### src/rtl/kmkz_trap_ctrl_pkg.sv
// kmkz_trap_ctrl_pkg: CSR addresses, cause codes and bit indices shared by the trap controller
package kmkz_trap_ctrl_pkg;
  localparam logic [11:0] CSR_ID_MSTATUS = 12'h300;
  localparam logic [11:0] CSR_ID_MIE     = 12'h304;
  localparam logic [11:0] CSR_ID_MEPC    = 12'h341;
  localparam logic [11:0] CSR_ID_MCAUSE  = 12'h342;
  localparam logic [11:0] CSR_ID_MIP     = 12'h344;
  localparam logic [4:0] CAUSE_ILLEGAL  = 5'd2;
  localparam logic [4:0] CAUSE_BREAK    = 5'd3;
  localparam logic [4:0] CAUSE_LD_ALIGN = 5'd4;
  localparam logic [4:0] CAUSE_ST_ALIGN = 5'd6;
  localparam logic [4:0] CAUSE_MTIP     = 5'd7;
  localparam int MSTATUS_MIE  = 3;
  localparam int MSTATUS_MPIE = 7;
  localparam int MIP_MTIP     = 7;
  typedef enum logic {ST_RUN, ST_HANDLER} state_e;
endpackage

### src/rtl/kmkz_trap_ctrl_if.sv
// kmkz_trap_ctrl_if: X-stage, exception and CSR-read signals between pipeline and trap controller
interface kmkz_trap_ctrl_if;
  logic        x_stall_i, x_kill_i, d_is_csr_i, d_is_eret_i;
  logic [11:0] d_csr_sel_i;
  logic [31:0] x_csr_write_value_i, x_exception_pc_i, csr_mtvec_i;
  logic        exp_tick_i, exp_invalid_insn_i, exp_breakpoint_i, exp_unaligned_load_i, exp_unaligned_store_i;
  logic        x_exception_o, x_double_fault_o;
  logic [31:0] x_exception_vector_o, x_exception_pc_o;
  logic [31:0] csr_mstatus_o, csr_mie_o, csr_mip_o, csr_mepc_o, csr_mcause_o;
  modport master (
    output x_stall_i, x_kill_i, d_is_csr_i, d_is_eret_i, d_csr_sel_i, x_csr_write_value_i,
           x_exception_pc_i, csr_mtvec_i, exp_tick_i, exp_invalid_insn_i, exp_breakpoint_i,
           exp_unaligned_load_i, exp_unaligned_store_i,
    input  x_exception_o, x_double_fault_o, x_exception_vector_o, x_exception_pc_o,
           csr_mstatus_o, csr_mie_o, csr_mip_o, csr_mepc_o, csr_mcause_o
  );
  modport slave (
    input  x_stall_i, x_kill_i, d_is_csr_i, d_is_eret_i, d_csr_sel_i, x_csr_write_value_i,
           x_exception_pc_i, csr_mtvec_i, exp_tick_i, exp_invalid_insn_i, exp_breakpoint_i,
           exp_unaligned_load_i, exp_unaligned_store_i,
    output x_exception_o, x_double_fault_o, x_exception_vector_o, x_exception_pc_o,
           csr_mstatus_o, csr_mie_o, csr_mip_o, csr_mepc_o, csr_mcause_o
  );
endinterface

### src/rtl/kmkz_trap_ctrl_irq_prio.sv
// kmkz_irq_prio: fixed-priority encoder, lowest line wins, code = 16 + line index
module kmkz_irq_prio #(
  parameter int NUM_IRQ = 8
) (
  input  logic [NUM_IRQ-1:0] i_req,
  output logic               o_valid,
  output logic [4:0]         o_code
);
  always_comb begin
    o_code = 5'd16;
    for (int k = NUM_IRQ - 1; k >= 0; k--)
      if (i_req[k]) o_code = 5'(16 + k);
  end
  assign o_valid = |i_req;
endmodule

### src/rtl/kmkz_trap_ctrl.sv
// kmkz_trap_ctrl: machine-mode trap controller with external IRQ lines, MIE/MPIE stacking and double-fault detect
module kmkz_trap_ctrl
  import kmkz_trap_ctrl_pkg::*;
#(
  parameter int                 NUM_IRQ   = 8,
  parameter logic [NUM_IRQ-1:0] EDGE_MASK = '0
) (
  input  logic               clk_i,
  input  logic               rst_i,
  input  logic [NUM_IRQ-1:0] irq_i,
  kmkz_trap_ctrl_if.slave    bus
);
  state_e              r_state, w_state_nxt;
  logic [NUM_IRQ-1:0]  r_irq_q, r_edge_pend, r_irq_en, w_line_pend, w_mip_keep;
  logic                r_mie, r_mpie, r_mtip, r_mtie, r_df;
  logic [31:0]         r_mepc, r_mcause, w_mip, w_mie, w_base, w_cause, w_wv;
  logic                w_commit, w_sync, w_irq_rdy, w_exc, w_take, w_dfault, w_eret, w_csr_wr, w_mip_wr;
  logic                w_prio_valid;
  logic [4:0]          w_prio_code, w_code;
  assign w_commit    = !bus.x_stall_i & !bus.x_kill_i;
  assign w_sync      = bus.exp_invalid_insn_i | bus.exp_breakpoint_i | bus.exp_unaligned_load_i | bus.exp_unaligned_store_i;
  assign w_line_pend = (r_edge_pend & EDGE_MASK) | (irq_i & ~EDGE_MASK);
  assign w_mip       = (32'(w_line_pend) << 16) | (32'(r_mtip) << MIP_MTIP);
  assign w_mie       = (32'(r_irq_en) << 16) | (32'(r_mtie) << MIP_MTIP);
  assign w_wv        = bus.x_csr_write_value_i;
  kmkz_irq_prio #(.NUM_IRQ(NUM_IRQ)) u_prio (
    .i_req   (w_line_pend & r_irq_en),
    .o_valid (w_prio_valid),
    .o_code  (w_prio_code)
  );
  assign w_irq_rdy = r_mie & ((r_mtip & r_mtie) | w_prio_valid);
  always_comb begin
    w_exc       = (r_state == ST_RUN) & (w_sync | w_irq_rdy);
    w_take      = w_commit & w_exc;
    w_dfault    = w_commit & (r_state == ST_HANDLER) & w_sync;
    w_eret      = w_commit & (r_state == ST_HANDLER) & bus.d_is_eret_i & !w_sync;
    w_state_nxt = w_take ? ST_HANDLER : w_eret ? ST_RUN : r_state;
  end
  assign w_csr_wr   = w_commit & bus.d_is_csr_i & !w_take & !w_dfault;
  assign w_mip_wr   = w_csr_wr & (bus.d_csr_sel_i == CSR_ID_MIP);
  assign w_mip_keep = w_mip_wr ? w_wv[16 +: NUM_IRQ] : '1;
  assign w_code = bus.exp_invalid_insn_i    ? CAUSE_ILLEGAL  :
                  bus.exp_breakpoint_i      ? CAUSE_BREAK    :
                  bus.exp_unaligned_load_i  ? CAUSE_LD_ALIGN :
                  bus.exp_unaligned_store_i ? CAUSE_ST_ALIGN :
                  (r_mtip & r_mtie)         ? CAUSE_MTIP     : w_prio_code;
  assign w_cause = {!w_sync, 26'b0, w_code};
  assign w_base  = {bus.csr_mtvec_i[31:2], 2'b00};
  assign bus.x_exception_o        = w_exc;
  assign bus.x_exception_vector_o = (!w_sync & bus.csr_mtvec_i[1:0] == 2'b01) ? w_base + {25'b0, w_code, 2'b00} : w_base;
  assign bus.x_exception_pc_o     = r_mepc;
  assign bus.x_double_fault_o     = r_df;
  assign bus.csr_mstatus_o        = {19'b0, 2'b11, 3'b0, r_mpie, 3'b0, r_mie, 3'b0};
  assign bus.csr_mie_o            = w_mie;
  assign bus.csr_mip_o            = w_mip;
  assign bus.csr_mepc_o           = r_mepc;
  assign bus.csr_mcause_o         = r_mcause;
  always_ff @(posedge clk_i or negedge rst_i) begin
    if (!rst_i) begin
      r_state     <= ST_RUN;
      r_irq_q     <= '0;
      r_edge_pend <= '0;
      r_irq_en    <= '0;
      r_mtie      <= 1'b0;
      r_mtip      <= 1'b0;
      r_mie       <= 1'b0;
      r_mpie      <= 1'b0;
      r_mepc      <= '0;
      r_mcause    <= '0;
      r_df        <= 1'b0;
    end else begin
      r_state     <= w_state_nxt;
      r_irq_q     <= irq_i;
      r_edge_pend <= EDGE_MASK & ((irq_i & ~r_irq_q) | (r_edge_pend & w_mip_keep));
      r_mtip      <= bus.exp_tick_i | (r_mtip & (w_mip_wr ? w_wv[MIP_MTIP] : 1'b1));
      if (w_dfault) r_df <= 1'b1;
      if (w_take) begin
        r_mepc   <= bus.x_exception_pc_i;
        r_mcause <= w_cause;
        r_mpie   <= r_mie;
        r_mie    <= 1'b0;
      end else if (w_eret) begin
        r_mie    <= r_mpie;
        r_mpie   <= 1'b1;
      end else if (w_csr_wr) begin
        if (bus.d_csr_sel_i == CSR_ID_MSTATUS) begin
          r_mie  <= w_wv[MSTATUS_MIE];
          r_mpie <= w_wv[MSTATUS_MPIE];
        end
        if (bus.d_csr_sel_i == CSR_ID_MIE) begin
          r_irq_en <= w_wv[16 +: NUM_IRQ];
          r_mtie   <= w_wv[MIP_MTIP];
        end
        if (bus.d_csr_sel_i == CSR_ID_MEPC) r_mepc <= w_wv;
        if (bus.d_csr_sel_i == CSR_ID_MCAUSE) r_mcause <= w_wv;
      end
    end
  end
endmodule

### src/flat_wrapper.sv
// flat-port wrapper written by rule: the top's interface ports become plain ports
module kmkz_trap_ctrl_flat import kmkz_trap_ctrl_pkg::*;
#(
  parameter int                 NUM_IRQ   = 8,
  parameter logic [NUM_IRQ-1:0] EDGE_MASK = '0
)
  (clk_i, rst_i, irq_i, bus_x_stall_i, bus_x_kill_i, bus_d_is_csr_i, bus_d_is_eret_i, bus_d_csr_sel_i, bus_x_csr_write_value_i, bus_x_exception_pc_i, bus_csr_mtvec_i, bus_exp_tick_i, bus_exp_invalid_insn_i, bus_exp_breakpoint_i, bus_exp_unaligned_load_i, bus_exp_unaligned_store_i, bus_x_exception_o, bus_x_double_fault_o, bus_x_exception_vector_o, bus_x_exception_pc_o, bus_csr_mstatus_o, bus_csr_mie_o, bus_csr_mip_o, bus_csr_mepc_o, bus_csr_mcause_o);
  kmkz_trap_ctrl_if bus_i ();
  input  logic clk_i;
  input  logic rst_i;
  input  logic [NUM_IRQ-1:0] irq_i;
  input wire logic [$bits(bus_i.x_stall_i)-1:0] bus_x_stall_i;
  input wire logic [$bits(bus_i.x_kill_i)-1:0] bus_x_kill_i;
  input wire logic [$bits(bus_i.d_is_csr_i)-1:0] bus_d_is_csr_i;
  input wire logic [$bits(bus_i.d_is_eret_i)-1:0] bus_d_is_eret_i;
  input wire logic [$bits(bus_i.d_csr_sel_i)-1:0] bus_d_csr_sel_i;
  input wire logic [$bits(bus_i.x_csr_write_value_i)-1:0] bus_x_csr_write_value_i;
  input wire logic [$bits(bus_i.x_exception_pc_i)-1:0] bus_x_exception_pc_i;
  input wire logic [$bits(bus_i.csr_mtvec_i)-1:0] bus_csr_mtvec_i;
  input wire logic [$bits(bus_i.exp_tick_i)-1:0] bus_exp_tick_i;
  input wire logic [$bits(bus_i.exp_invalid_insn_i)-1:0] bus_exp_invalid_insn_i;
  input wire logic [$bits(bus_i.exp_breakpoint_i)-1:0] bus_exp_breakpoint_i;
  input wire logic [$bits(bus_i.exp_unaligned_load_i)-1:0] bus_exp_unaligned_load_i;
  input wire logic [$bits(bus_i.exp_unaligned_store_i)-1:0] bus_exp_unaligned_store_i;
  output wire logic [$bits(bus_i.x_exception_o)-1:0] bus_x_exception_o;
  output wire logic [$bits(bus_i.x_double_fault_o)-1:0] bus_x_double_fault_o;
  output wire logic [$bits(bus_i.x_exception_vector_o)-1:0] bus_x_exception_vector_o;
  output wire logic [$bits(bus_i.x_exception_pc_o)-1:0] bus_x_exception_pc_o;
  output wire logic [$bits(bus_i.csr_mstatus_o)-1:0] bus_csr_mstatus_o;
  output wire logic [$bits(bus_i.csr_mie_o)-1:0] bus_csr_mie_o;
  output wire logic [$bits(bus_i.csr_mip_o)-1:0] bus_csr_mip_o;
  output wire logic [$bits(bus_i.csr_mepc_o)-1:0] bus_csr_mepc_o;
  output wire logic [$bits(bus_i.csr_mcause_o)-1:0] bus_csr_mcause_o;
  assign bus_i.x_stall_i = bus_x_stall_i;
  assign bus_i.x_kill_i = bus_x_kill_i;
  assign bus_i.d_is_csr_i = bus_d_is_csr_i;
  assign bus_i.d_is_eret_i = bus_d_is_eret_i;
  assign bus_i.d_csr_sel_i = bus_d_csr_sel_i;
  assign bus_i.x_csr_write_value_i = bus_x_csr_write_value_i;
  assign bus_i.x_exception_pc_i = bus_x_exception_pc_i;
  assign bus_i.csr_mtvec_i = bus_csr_mtvec_i;
  assign bus_i.exp_tick_i = bus_exp_tick_i;
  assign bus_i.exp_invalid_insn_i = bus_exp_invalid_insn_i;
  assign bus_i.exp_breakpoint_i = bus_exp_breakpoint_i;
  assign bus_i.exp_unaligned_load_i = bus_exp_unaligned_load_i;
  assign bus_i.exp_unaligned_store_i = bus_exp_unaligned_store_i;
  assign bus_x_exception_o = bus_i.x_exception_o;
  assign bus_x_double_fault_o = bus_i.x_double_fault_o;
  assign bus_x_exception_vector_o = bus_i.x_exception_vector_o;
  assign bus_x_exception_pc_o = bus_i.x_exception_pc_o;
  assign bus_csr_mstatus_o = bus_i.csr_mstatus_o;
  assign bus_csr_mie_o = bus_i.csr_mie_o;
  assign bus_csr_mip_o = bus_i.csr_mip_o;
  assign bus_csr_mepc_o = bus_i.csr_mepc_o;
  assign bus_csr_mcause_o = bus_i.csr_mcause_o;
  kmkz_trap_ctrl #(.NUM_IRQ(NUM_IRQ), .EDGE_MASK(EDGE_MASK)) u_core (.clk_i(clk_i), .rst_i(rst_i), .irq_i(irq_i), .bus(bus_i));
endmodule
### config.mk
export PLATFORM = sky130hd
export DESIGN_NAME = kmkz_trap_ctrl_flat
export DESIGN_NICKNAME = d
export VERILOG_FILES = /design/src/rtl/kmkz_trap_ctrl_pkg.sv /design/src/rtl/kmkz_trap_ctrl_if.sv /design/src/rtl/kmkz_trap_ctrl_irq_prio.sv /design/src/rtl/kmkz_trap_ctrl.sv /design/src/flat_wrapper.sv
export SDC_FILE = /design/constraint.sdc
export NUM_CORES = 1
export LEC_CHECK = 0
export CAP_MARGIN = 10
export CORE_MARGIN = 1.5
export CORE_UTILIZATION = 25
export CTS_BUF_LIST = sky130_fd_sc_hd__clkbuf_8
export DETAILED_ROUTE_END_ITERATION = 10
export PLACE_DENSITY = 0.61
export SLEW_MARGIN = 20
export SYNTH_ARGS = -nofsm -noshare
export SYNTH_HDL_FRONTEND = slang
export SYNTH_SLANG_ARGS = --single-unit
### constraint.sdc
create_clock -name clk_i -period 5.5 [get_ports clk_i]
set_clock_uncertainty 0.15 [all_clocks]
set_input_delay 0.55 -clock clk_i [delete_from_list [all_inputs] [get_ports clk_i]]
set_output_delay 0.55 -clock clk_i [all_outputs]
set_load 0.02 [all_outputs]
### Signal wires on met1, run 1

Bar = 50 µm. Supply wires on this layer in gray.
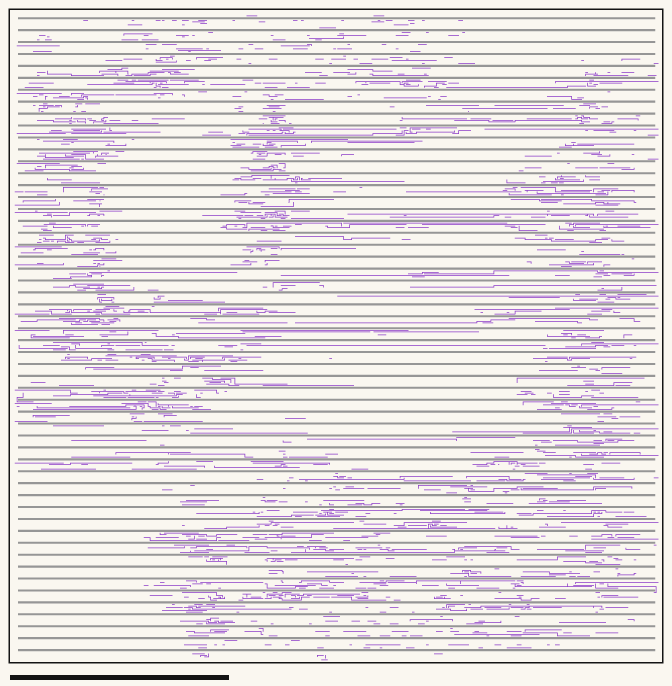
nets with wire on the layer: 775
longest straight run: 73.1 µm
wire length on this layer: 7310 µm
main direction: horizontal

### Metal 2, run 1

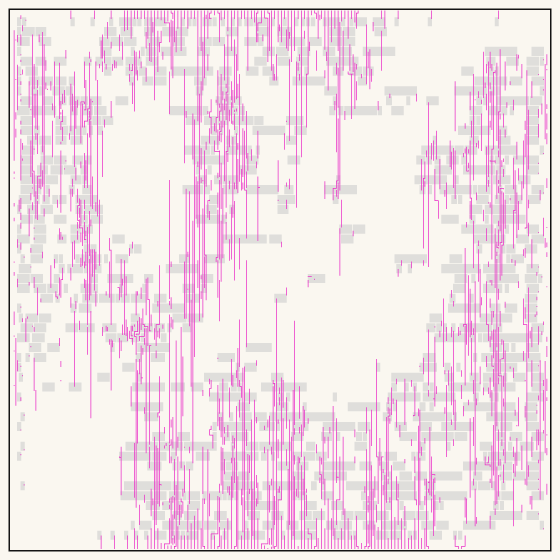
nets with wire on the layer: 825
main direction: vertical
share of all routed wire: 48%

==> reports/qor.json, run 1 <==
{
  "floorplanning": {
    "floorplanUtilization_pct": 25.3,
    "floorplan.io_pins": 353,
    "die-height_um": 149,
    "placement_rows": 53,
    "tap_cells": 275,
    "die_w_um": 149,
    "die-area_um2": 22100,
    "core_area_um2": 21000
  },
  "clock_tree": {
    "cts_buffers": 9,
    "cts_root_buffer": "sky130_fd_sc_hd__clkbuf_8",
    "worst_setup_hold_path_clk_slew_ns": 0.09,
    "cts_sinks": 78,
    "cts_resized": 0,
    "cts.hold.buffers_added": 0,
    "cts_htree_levels": 3,
    "cts_post_setup_buffers_inserted": 0,
    "clock_latency_of_the_later_clocked_register_in_the_worst_skew_pair_ns": 0.37,
    "tritoncts": "done",
    "clockBufferDepth": 2
  },
  "global_routing": {
    "grt_pass1_vias": 4439,
    "grt_busiest_layer": "met2",
    "grt_antenna_before_repair": 0,
    "grt_use_met1_pct": 19.0,
    "global_route_overflow": 0,
    "groute.layer.met3.usage_pct": 3.85,
    "grt_pass1_wl_um": 25500,
    "global_route.usage.met2_pct": 25.4,
    "grt_usage_pct": 15.3
  },
  "finish": {
    "drive_gt1_share_pct": 5.28,
    "seq_share_pct": 24.7,
    "signal_inverters": 8,
    "final_design_area_no_fill_um2": 7910,
    "flow.area_growth_from_synthesis_pct": 48.9,
    "clock_buffer_count": 9,
    "n_all_buffers": 282,
    "layoutNonFillerInstCount": 1109,
    "antenna-diode-count": 0,
    "register_area_um2": 1950,
    "comb.multi_input.count": 451,
    "final_util_pct": 37.7,
    "largestClassByArea": "buffers",
    "fillCellCount": 2175,
    "ff_count": 78,
    "design.final.nets": 962,
    "logic_area_um2": 2580,
    "final-clk-cell-share_pct": 2.37,
    "layout.nonclk_buf_share_pct": 35.6,
    "comb_area_share_pct": 32.6
  },
  "timing": {
    "max_clock_freq_ghz": 0.197,
    "slew_headroom_pct": 48.9,
    "fin_setup_tns_ns": 0,
    "setup_ws_ns": 0.414,
    "final.period_utilization_pct": 92.5,
    "final_period_demand_of_the_worst_path_ns": 5.09,
    "unrepaired_setup_endpoints_after_global_routing": "no",
    "finalMaxSlewViolations": 0,
    "hold-worst-slack_ns": 0.0723,
    "tightestPinTransition_ns": 0.766,
    "setup_viol_count_final": 0
  },
  "worst_setup_path": {
    "reg2reg_from": "u_core.r_irq_en[0]",
    "end_kind": "output port",
    "timing.rr.end": "u_core.bus.csr_mcause_o[31]",
    "reg2reg_slack_ns": 2.57,
    "timing.critical_path.max_delay_family": "AND-OR/OR-AND gates",
    "critPathKind": "input pin to output port",
    "cp_data_required_time_ns": 4.80,
    "delay_contributed_by_the_slowest_stage_of_the_critical_path_ns": 0.62,
    "critical_path_buf_inv_count": 3,
    "slowest_stage": "sky130_fd_sc_hd__clkdlybuf4s50_1",
    "list_of_cells_traversed_by_the_critical_path": "clkdlybuf4s50_1 -> nand2_1 -> a32o_1 -> a22o_1 -> nand3_1 -> a211oi_1 -> ha_1 -> inv_1 -> fa_1 -> nor2b_1 -> o21bai_1 -> a2111oi_2 -> nand2_1 -> nor2_1 -> xor2_1 -> clkdlybuf4s50_1",
    "path_max_fanout": 3,
    "start_kind": "input pin"
  },
  "place": {
    "dp_cells": 1094,
    "dp_hpwl_um": 13500,
    "io_buffer_count": 274,
    "place_congestion": 0.792,
    "pre_cts_slack_ns": 0.380,
    "place_area_um2": 7720
  },
  "power": {
    "power.density_cell_area_nw_per_um2": 402,
    "powerClk_mw": 0.439,
    "comb_power_mw": 1.75,
    "post-layout-total-power_mw": 3.18,
    "switching_share_of_power_pct": 41.8,
    "comb_power_share_pct": 55.2,
    "vdd.ir_drop.worst_v": 0.000156,
    "static_leak_nw": 3.42,
    "power.internal_mw": 1.85,
    "dominant_power_group": "combinational logic",
    "seq_power_share_pct": 31.0,
    "power_sequential_mw": 0.987
  },
  "job": {
    "stage_log_warnings": 26,
    "cap_violations": 0
  },
  "yosys": {
    "synth_stat.cells": 606,
    "topCellsByArea": "sky130_fd_sc_hd__dfrtp_1 37%, sky130_fd_sc_hd__buf_4 18%, sky130_fd_sc_hd__nand2_1 7.9%, sky130_fd_sc_hd__o21ai_0 4.4%, sky130_fd_sc_hd__xnor2_1 2.5%",
    "synth_dominant_cell_count": "sky130_fd_sc_hd__buf_4",
    "yosys.area.top_type": "sky130_fd_sc_hd__dfrtp_1",
    "synthesis.yosys.warnings": 0,
    "synth-edff-count": 0,
    "netlist.area_leader.share_pct": 36.7,
    "synth.distinct_cells": 60,
    "post_synth_seq_share_pct": 36.7,
    "synth_chip_area_um2": 5310,
    "syn_avg_cell_area_um2": 8.76,
    "post_synth_inst_count": 606,
    "ys_ff": 78,
    "synth.top_cells.by_count": "125 x sky130_fd_sc_hd__buf_4, 112 x sky130_fd_sc_hd__nand2_1, 78 x sky130_fd_sc_hd__dfrtp_1"
  },
  "drt": {
    "wl_per_cell_um": 15.5,
    "antenna_left": 0,
    "highest_routing_layer_actually_used": "met4",
    "met2RoutedLength_um": 8220,
    "drt-met1-wl_um": 7310,
    "routed-via-count": 4726,
    "detail_route.iter0.violations": 89,
    "drt_pre_antenna_iters": 4,
    "drc_errors": 0,
    "routed_via_density": 4.26,
    "route.final.wire_length_um": 17200,
    "wl_met3_um": 1290
  },
  "outcome": {
    "outcome": "completed"
  },
  "min_path": {
    "timing.hold.worst.class": "input pin to async pin"
  }
}
### M3 wires, run 1

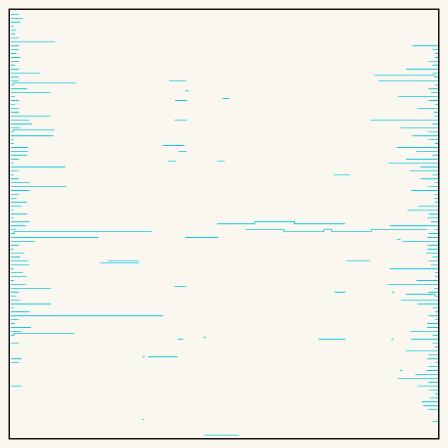
main direction: horizontal
longest straight run: 52.7 µm
nets with wire on the layer: 196

==> run 1: layout by cell type, fill, tap and decap left out, types with 10 or more instances in the layout <==
cell,instances
sky130_fd_sc_hd__clkdlybuf4s50_1,273
sky130_fd_sc_hd__xor2_1,13
sky130_fd_sc_hd__xnor2_1,15
sky130_fd_sc_hd__a21boi_1,16
sky130_fd_sc_hd__and3_1,11
sky130_fd_sc_hd__nand3_1,15
sky130_fd_sc_hd__nand4_1,10
sky130_fd_sc_hd__nor2_1,16
sky130_fd_sc_hd__dfrtp_1,78
sky130_fd_sc_hd__conb_1,78
sky130_fd_sc_hd__a21boi_0,11
sky130_fd_sc_hd__o21ai_1,23
sky130_fd_sc_hd__nand2_1,112
sky130_fd_sc_hd__o21ai_0,47
==> run 1: worst max-delay path by stage <==
| stage | from | endpoint | slack [ns] | cells after the start |
|---|---|---|---|---|
| after floorplan | irq_i[6] | bus_x_exception_vector_o[28] | 1.43 | 14 |
| after global placement | irq_i[2] | bus_x_exception_vector_o[31] | 0.33 | 15 |
| after detailed placement | irq_i[2] | bus_x_exception_vector_o[31] | 0.38 | 15 |
| after CTS | irq_i[2] | bus_x_exception_vector_o[31] | 0.37 | 15 |
| after global routing | irq_i[6] | bus_x_exception_vector_o[30] | 0.05 | 16 |
| final | irq_i[6] | bus_x_exception_vector_o[30] | 0.41 | 16 |
==> run 1: cell families after synthesis <==
| logic type | synth area share (%) |
|---|---|
| AND-OR/OR-AND | 15.6 |
| XOR/XNOR | 4.62 |
| adder cells (fa/ha/maj) | 1.32 |
| buffers and inverters | 20.4 |
| flip-flops | 36.7 |
| multiplexers | 3.42 |
| other | 0.141 |
| AND/OR/NAND/NOR | 17.7 |
### Routing congestion, run 1

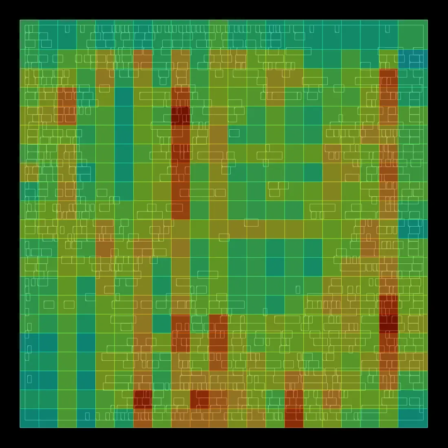

==> inputs of run 2 (changes only) <==
CORE_MARGIN = 3   (was 1.5)
HOLD_SLACK_MARGIN = 0.08   (was not set)
### Routing congestion, run 2

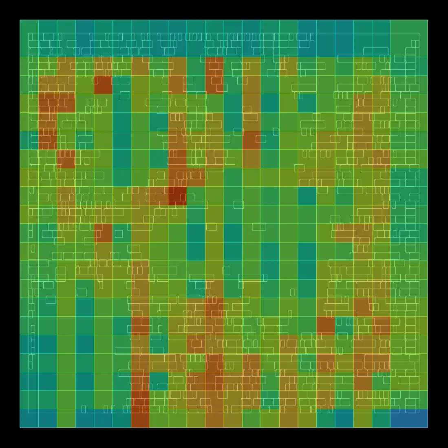
GRT Total Usage: 15.0%
met3 layer usage reported by global route: 4.16%
core occupancy in the finished layout: 38.4%
met1 global-route usage: 18.0%

==> run 2 against run 1 <==
Maximum frequency decreased by 2.5%. Critical path depth increased by 1. Non-clock buffer count unchanged. Critical endpoint unchanged.
==> reports/qor.json, run 2 <==
{
  "outcome": {
    "outcome": "completed"
  },
  "finish": {
    "n_all_buffers": {"value": 282, "change": "unchanged"},
    "drive_gt1_share": {"value": 5.39, "unit": "%", "change": "+0.11 points"},
    "final_common_cell": "sky130_fd_sc_hd__clkdlybuf4s50_1",
    "comb_area_share": {"value": 32.7, "unit": "%", "change": "+0.089 points"},
    "ff_count": {"value": 78, "change": "unchanged"},
    "design.final.nets": {"value": 962, "change": "unchanged"},
    "fillCellCount": {"value": 2132, "change": "-2.0%"},
    "clock_buffer_count": {"value": 9, "change": "unchanged"},
    "layoutNonFillerInstCount": {"value": 1105, "change": "-0.36%"},
    "largestClassByArea": "buffers",
    "logic_area": {"value": 2580, "unit": "µm²", "change": "+0.24%"},
    "comb.multi_input.count": {"value": 451, "change": "unchanged"},
    "most_used_cells_in_the_layout_excluding_fill_and_tap_cells": "273 x sky130_fd_sc_hd__clkdlybuf4s50_1, 112 x sky130_fd_sc_hd__nand2_1, 78 x sky130_fd_sc_hd__conb_1, 78 x sky130_fd_sc_hd__dfrtp_1, 47 x sky130_fd_sc_hd__o21ai_0",
    "antenna-diode-count": {"value": 0, "change": "unchanged"},
    "register_area": {"value": 1950, "unit": "µm²", "change": "unchanged"},
    "flow.area_growth_from_synthesis": {"value": 48.8, "unit": "%", "change": "about the same"},
    "signal_inverters": {"value": 8, "change": "unchanged"},
    "layout.nonclk_buf_share": {"value": 35.5, "unit": "%", "change": "-0.15 points"}
  },
  "timing": {
    "final.period_utilization": {"value": 94.8, "unit": "%", "change": "+2.4 points"},
    "fin_setup_tns": {"value": 0, "unit": "ns", "change": "unchanged"},
    "tightestPinTransition": {"value": 0.755, "unit": "ns", "change": "-0.0105 ns"},
    "slew_headroom": {"value": 49.6, "unit": "%", "change": "+0.70 points"},
    "unrepaired_setup_endpoints_after_global_routing": "no",
    "finalMaxSlewViolations": {"value": 0, "change": "unchanged"},
    "max_clock_freq": {"value": 0.192, "unit": "GHz", "change": "-2.5%"},
    "final_period_demand_of_the_worst_path": {"value": 5.22, "unit": "ns", "change": "+0.129 ns"}
  },
  "drt": {
    "drc_errors": {"value": 0, "change": "unchanged"},
    "routed_via_density": {"value": 4.30, "change": "+0.87%"},
    "met2RoutedLength": {"value": 9050, "unit": "µm", "change": "+10%"},
    "wl_met3": {"value": 1500, "unit": "µm", "change": "+16%"},
    "highest_routing_layer_actually_used": "met4",
    "wl_per_cell": {"value": 16.2, "unit": "µm", "change": "+4.3%"},
    "route.final.wire_length": {"value": 17900, "unit": "µm", "change": "+3.9%"},
    "drt_pre_antenna_iters": {"value": 4, "change": "unchanged"},
    "routed-via-count": {"value": 4750, "change": "+0.51%"},
    "antenna_left": {"value": 0, "change": "unchanged"}
  },
  "floorplanning": {
    "die-height": {"value": 152, "unit": "µm", "change": "+2.0%"},
    "die-area": {"value": 23000, "unit": "µm²", "change": "+4.1%"},
    "floorplanUtilization": {"value": 25.8, "unit": "%", "change": "+0.49 points"},
    "core_area": {"value": 20600, "unit": "µm²", "change": "-1.9%"},
    "die_w": {"value": 152, "unit": "µm", "change": "+2.0%"}
  },
  "global_routing": {
    "grt_antenna_before_repair": {"value": 0, "change": "unchanged"},
    "global_route.usage.met2": {"value": 26.8, "unit": "%", "change": "+1.4 points"},
    "grt_pass1_wl": {"value": 26600, "unit": "µm", "change": "+4.2%"},
    "global_route_overflow": {"value": 0, "change": "unchanged"},
    "grt_pass1_vias": {"value": 4686, "change": "+5.6%"},
    "grt_busiest_layer": "met2"
  },
  "power": {
    "netSwitchingPower_mw": 1.35,
    "power.internal": {"value": 1.85, "unit": "mW", "change": "+0.24%"},
    "vdd.ir_drop.worst": {"value": 0.000159, "unit": "V", "change": "+2.3%"},
    "comb_power": {"value": 1.76, "unit": "mW", "change": "about the same"},
    "switching_share_of_power": {"value": 42.1, "unit": "%", "change": "+0.25 points"},
    "share_of_power_burned_in_the_clock_network_pct": 14.2,
    "seq_power_share": {"value": 30.8, "unit": "%", "change": "-0.2 points"},
    "power_sequential": {"value": 0.985, "unit": "mW", "change": "about the same"},
    "dominant_power_group": "combinational logic",
    "powerClk": {"value": 0.454, "unit": "mW", "change": "+3%"},
    "power.density_cell_area": {"value": 405, "unit": "nW/µm²", "change": "+0.71%"}
  },
  "worst_setup_path": {
    "reg2reg_from": "u_core.r_irq_en[0]",
    "slowest_stage": "sky130_fd_sc_hd__clkdlybuf4s50_1",
    "timing.critical_path.max_delay_family": "buffers and inverters",
    "critPathKind": "input pin to output port",
    "reg2reg_slack": {"value": 2.64, "unit": "ns", "change": "+0.07 ns"},
    "cp_data_required_time": {"value": 4.80, "unit": "ns", "change": "about the same"},
    "timing.rr.end": "u_core.bus.csr_mepc_o[17]",
    "list_of_cells_traversed_by_the_critical_path": "clkdlybuf4s50_1 -> nand2_1 -> a32o_1 -> a22o_1 -> nand3_1 -> a211oi_1 -> ha_1 -> inv_1 -> fa_1 -> nor2b_1 -> o21bai_1 -> a2111oi_2 -> buf_4 -> nand2_1 -> nor2_1 -> xor2_1 -> clkdlybuf4s50_1",
    "path_max_fanout": {"value": 6, "change": "+3"},
    "delay_contributed_by_the_slowest_stage_of_the_critical_path": {"value": 0.62, "unit": "ns", "change": "about the same"},
    "path_depth": {"value": 17, "change": "+1"},
    "critPathArrivalTime_ns": 4.52,
    "critical_path_buf_inv_count": {"value": 4, "change": "+1"},
    "worst_setup_path_startpoint": "irq_i[6]"
  },
  "yosys": {
    "post_synth_seq_share": {"value": 36.7, "unit": "%", "change": "unchanged"},
    "netlist.area_leader.share": {"value": 36.7, "unit": "%", "change": "unchanged"},
    "synth_stat.cells": {"value": 606, "change": "unchanged"},
    "ys_ff": {"value": 78, "change": "unchanged"},
    "synthesis.yosys.warnings": {"value": 0, "change": "unchanged"},
    "synth_dominant_cell_count": "sky130_fd_sc_hd__buf_4",
    "synth.top_cells.by_count": "125 x sky130_fd_sc_hd__buf_4, 112 x sky130_fd_sc_hd__nand2_1, 78 x sky130_fd_sc_hd__dfrtp_1",
    "synth_chip_area": {"value": 5310, "unit": "µm²", "change": "unchanged"},
    "post_synth_inst_count": {"value": 606, "change": "unchanged"},
    "synth.distinct_cells": {"value": 60, "change": "unchanged"},
    "synth-edff-count": {"value": 0, "change": "unchanged"},
    "syn_avg_cell_area": {"value": 8.76, "unit": "µm²", "change": "unchanged"},
    "topCellsByArea": "sky130_fd_sc_hd__dfrtp_1 37%, sky130_fd_sc_hd__buf_4 18%, sky130_fd_sc_hd__nand2_1 7.9%, sky130_fd_sc_hd__o21ai_0 4.4%, sky130_fd_sc_hd__xnor2_1 2.5%"
  },
  "clock_tree": {
    "cts_root_buffer": "sky130_fd_sc_hd__clkbuf_8",
    "worst_setup_hold_path_clk_slew": {"value": 0.09, "unit": "ns", "change": "about the same"},
    "cts_htree_levels": {"value": 3, "change": "unchanged"},
    "tritoncts": "done",
    "cts_sinks": {"value": 78, "change": "unchanged"},
    "clock_latency_of_the_later_clocked_register_in_the_worst_skew_pair": {"value": 0.36, "unit": "ns", "change": "about the same"},
    "cts_buffers": {"value": 9, "change": "unchanged"},
    "cts.hold.buffers_added": {"value": 0, "change": "unchanged"},
    "clockBufferDepth": {"value": 2, "change": "unchanged"}
  },
  "place": {
    "dp_hpwl": {"value": 14400, "unit": "µm", "change": "+6.7%"},
    "place_congestion": {"value": 0.784, "change": "-1.1%"},
    "dp_cells": {"value": 1089, "change": "-0.46%"},
    "io_buffer_count": {"value": 274, "change": "unchanged"}
  },
  "min_path": {
    "timing.hold.worst.class": "input pin to async pin"
  },
  "job": {
    "stage_log_warnings": {"value": 26, "change": "unchanged"},
    "cap_violations": {"value": 0, "change": "unchanged"}
  }
}
### Cell classes on the final placement, run 2

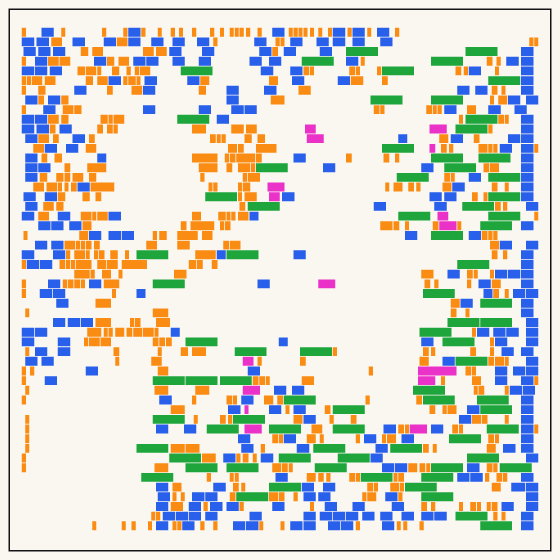
[orange] all other logic | cells: 459 | share of their area: 35%
[magenta] clock drivers and dummy loads | cells: 16 | share of their area: 2.6%
[green] flip-flops | cells: 78 | share of their area: 26%
[blue] other buffers and delay cells | cells: 282 | share of their area: 37%
Rows: 52
sequential portion of the cell area: 24.7%
cell area after layout: 7910 µm²

[run 2: netlist changes by cell type in the layout (fill, tap and decap cells not counted)]
| cell | change |
|---|---|
| sky130_fd_sc_hd__clkinv_4 | +1 |
| sky130_fd_sc_hd__buf_4 | +1 |
| sky130_fd_sc_hd__buf_12 | -1 |
| sky130_fd_sc_hd__nor3b_2 | -1 |
| sky130_fd_sc_hd__inv_6 | +1 |
| sky130_fd_sc_hd__nor3b_4 | +1 |
| sky130_fd_sc_hd__clkinvlp_4 | -1 |
[run 2: through the flow]
step	util, %	area, µm²	worst slack [ns]	power, mW	hold slack (ns)
finish	38.4	7910	0.284	3.20	0.0637
global route	38.4	7910	0.00724	3.43	0.114
CTS	38.4	7900	0.253	3.26	0.234
detailed placement	37.4	7700	0.264	2.79	0.319
global placement	37.4	7700	0.400	2.76	0.303
floorplan	-	5600	1.43	2.01	0.104
[run 2: cell families after synthesis]
logic type / share of synthesized area, %
DFF: 36.7
adders and majority gates: 1.32
buffers and inverters: 20.4
xor gates and xnor gates: 4.62
muxes: 3.42
and+or+nand+nor: 17.7
AOI/OAI and AO/OA: 15.6
other: 0.141
[run 2: what timing repair did]
action                                  CTS  global route
setup buffers                             0             0
hold endpoints to repair                  0             0
resized                                   0             1
endpoints found under the setup margin    0             1
[run 2: worst min-delay path by stage]
stage                                              to  depth (start not counted)
after floorplan            u_core.bus.csr_mcause_o[0]                          0
after global placement    u_core.bus.x_double_fault_o                          1
after detailed placement  u_core.bus.x_double_fault_o                          1
after CTS                   u_core.bus.csr_mepc_o[12]                          1
after global routing      u_core.bus.csr_mcause_o[13]                          1
final                     u_core.bus.csr_mcause_o[13]                          1
No activity file was given, so power comes from the tool's default toggle rates.
